`src/rtl/voice_scaler_scheduler.sv`:
```
// voice_scaler_scheduler: shares one amplitude downscaler across NUM_VOICES voices
// and mixes the scaled results into one midpoint-offset unsigned sample.
`default_nettype none

module voice_scaler_scheduler #(
   parameter int NUM_VOICES     = 4,
   parameter int DATA_BITS      = 12,
   parameter int AMPLITUDE_BITS = 8
) (
   input  logic                                 clk,
   input  logic                                 rst,
   input  logic                                 sample_tick,
   input  logic [NUM_VOICES*DATA_BITS-1:0]      voice_din,
   input  logic [NUM_VOICES*AMPLITUDE_BITS-1:0] voice_amp,
   input  logic [NUM_VOICES-1:0]                voice_en,
   input  logic                                 overrun_clr,
   output logic [DATA_BITS-1:0]                 sc_din,
   output logic [AMPLITUDE_BITS-1:0]            sc_amplitude,
   input  logic [DATA_BITS-1:0]                 sc_dout,
   output logic [DATA_BITS-1:0]                 mix_out,
   output logic                                 mix_valid,
   output logic                                 busy,
   output logic                                 overrun
);

   localparam int IDX_BITS = $clog2(NUM_VOICES);
   localparam int ACC_BITS = DATA_BITS + IDX_BITS;
   localparam logic [DATA_BITS-1:0] MIDPOINT = {1'b1, {(DATA_BITS-1){1'b0}}};

   typedef enum logic [1:0] {IDLE, DRIVE, ACCUM, DONE} state_t;

   state_t                              state, state_nxt;
   logic [IDX_BITS-1:0]                 idx;
   logic signed [ACC_BITS-1:0]          acc;
   logic [NUM_VOICES*DATA_BITS-1:0]     shadow_din;
   logic [NUM_VOICES*AMPLITUDE_BITS-1:0] shadow_amp;
   logic [NUM_VOICES-1:0]               shadow_en;

   logic                                last_voice;
   logic signed [DATA_BITS-1:0]         deviation;
   logic signed [DATA_BITS-1:0]         acc_shift;

   assign last_voice = (idx == IDX_BITS'(NUM_VOICES-1));
   // Subtracting the midpoint from an offset-binary value is just an MSB flip.
   assign deviation  = {~sc_dout[DATA_BITS-1], sc_dout[DATA_BITS-2:0]};
   assign acc_shift  = DATA_BITS'(acc >>> IDX_BITS);
   assign busy       = (state != IDLE);

   always_comb begin
      state_nxt = state;
      case (state)
         IDLE:    if (sample_tick) state_nxt = DRIVE;
         DRIVE:   state_nxt = ACCUM;
         ACCUM:   state_nxt = last_voice ? DONE : DRIVE;
         DONE:    state_nxt = IDLE;
         default: state_nxt = IDLE;
      endcase
   end

   always_ff @(posedge clk or posedge rst) begin
      if (rst) state <= IDLE;
      else     state <= state_nxt;
   end

   always_ff @(posedge clk or posedge rst) begin
      if (rst) begin
         idx          <= '0;
         acc          <= '0;
         shadow_din   <= '0;
         shadow_amp   <= '0;
         shadow_en    <= '0;
         sc_din       <= '0;
         sc_amplitude <= '0;
         mix_out      <= MIDPOINT;
         mix_valid    <= 1'b0;
         overrun      <= 1'b0;
      end else begin
         mix_valid <= 1'b0;

         // A busy tick setting the flag takes priority over a clear.
         if (sample_tick && busy)
            overrun <= 1'b1;
         else if (overrun_clr)
            overrun <= 1'b0;

         case (state)
            IDLE: begin
               if (sample_tick) begin
                  shadow_din <= voice_din;
                  shadow_amp <= voice_amp;
                  shadow_en  <= voice_en;
                  acc        <= '0;
                  idx        <= '0;
               end
            end
            DRIVE: begin
               sc_din       <= shadow_din[idx*DATA_BITS +: DATA_BITS];
               sc_amplitude <= shadow_amp[idx*AMPLITUDE_BITS +: AMPLITUDE_BITS];
            end
            ACCUM: begin
               if (shadow_en[idx])
                  acc <= acc + {{IDX_BITS{deviation[DATA_BITS-1]}}, deviation};
               if (!last_voice)
                  idx <= idx + 1'b1;
            end
            DONE: begin
               mix_out   <= acc_shift ^ MIDPOINT;
               mix_valid <= 1'b1;
            end
            default: ;
         endcase
      end
   end

endmodule

`default_nettype wire
```
`config.mk`:
```
export PLATFORM = sky130hd
export DESIGN_NAME = voice_scaler_scheduler
export DESIGN_NICKNAME = d
export VERILOG_FILES = /design/src/rtl/voice_scaler_scheduler.sv
export SDC_FILE = /design/constraint.sdc
export NUM_CORES = 1
export LEC_CHECK = 0
export CAP_MARGIN = 20
export CORE_ASPECT_RATIO = 0.9
export CORE_MARGIN = 5
export CORE_UTILIZATION = 46
export DETAILED_ROUTE_END_ITERATION = 12
export GPL_TIMING_DRIVEN = 0
export PLACE_DENSITY_LB_ADDON = 0.15
export SYNTH_ARGS = -nofsm -noshare
export SYNTH_HDL_FRONTEND = slang
export SYNTH_SLANG_ARGS = --single-unit
```
`constraint.sdc`:
```
create_clock -name clk -period 5.3 [get_ports clk]
set_clock_uncertainty 0.1 [all_clocks]
set_input_delay 1.325 -clock clk [delete_from_list [all_inputs] [get_ports clk]]
set_output_delay 1.325 -clock clk [all_outputs]
set_load 0.005 [all_outputs]
```
### Sequential cells coloured by netlist name

Other sequential cells in the stronger grey, the rest of the logic in the fainter grey.
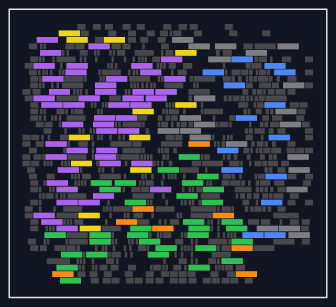
Key: shadow_din = purple [sequential cells 48]; shadow_amp = green [sequential cells 32]; sc_amplitude = orange [sequential cells 8]; sc_din = yellow [sequential cells 12]; acc = blue [sequential cells 14]
Another 22 sequential cells are not coloured.

### Gate families picked out

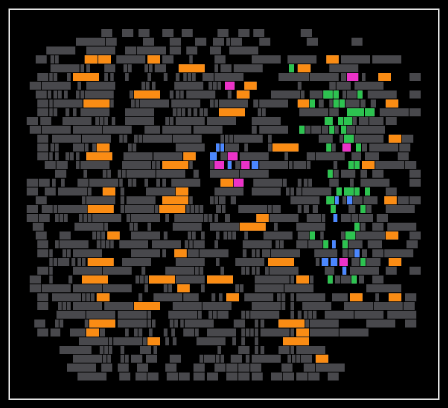
Key: non-inverting ao/oa cells = magenta [cells 8, most used a22o_1]; nor cells = blue [cells 13, most used nor2_1, where right middle]; aoi and oai cells = green [cells 36, most used o21ai_1]; mux cells = orange [cells 54, most used mux2_2, where all over the die]
fin cells: 935
Top cell excl fill/tap: nand2_1
Comb area share: 31.16%

[where the power goes]
| group | switching [mW] | internal (mW) |
|---|---|---|
| combinational | 0.883 | 0.935 |
| clock | 0.419 | 0.735 |
| sequential | 0.274 | 1.52 |
[state kept, by name (all words and copies together), names as in the netlist, 2 cells and up]
| register | cells |
|---|---|
| shadow_din | 48 |
| shadow_amp | 32 |
| acc | 14 |
| mix_out | 12 |
| sc_din | 12 |
| sc_amplitude | 8 |
| shadow_en | 4 |
| idx | 2 |
| state | 2 |
[cells by family after synthesis]
group,count (synthesis),synth area share [%]
multiplexers,54,13.64
adder cells (fa/ha/maj),15,3.158
AND/OR/NAND/NOR,301,19.27
XOR/XNOR,10,1.417
flip-flops,136,55.08
buffers and inverters,41,2.834
AND-OR/OR-AND,44,4.595
==> run summary <==
outcome: complete, no violations
CP Capture Type: flip-flop
TAP cells: 168
WL met1: 6803 µm
Highest Signal Layer: met4
Layout Area Growth over Synthesis: 35.06%
Placed Cells: 904
Worst setup SP type: primary input
logic area: 0.002601 mm²
VDD IR max: 316.2 µV
Core ar.: 0.01326 mm²
Crit Path Category: primary input to flip-flop
CTS Buffer Depth: 2
Post-CTS Setup Bufs: 0
critical path cell sequence: clkdlybuf4s50_1, ha_1, a21oi_1, nor2_1, o21ai_1, a211oi_1, or3_1, a21oi_2, mux2i_1
slowest stage delay, CP: 0.46 ns
Ys Warns: 0
worst reg2reg setup slack: 3.10 ns
Power Total: 4.766 mW
number of cells on the critical path: 9
Seq/Total Area, Yosys: 55.08%
HPWL Detailed: 11290 µm
Core Rows: 40
synth cell count leaders: nand2_1, dfrtp_1, mux2_2
starting DRC count in detailed routing: 305
Power figures rest on the tool's default switching activity, not on a simulated workload.
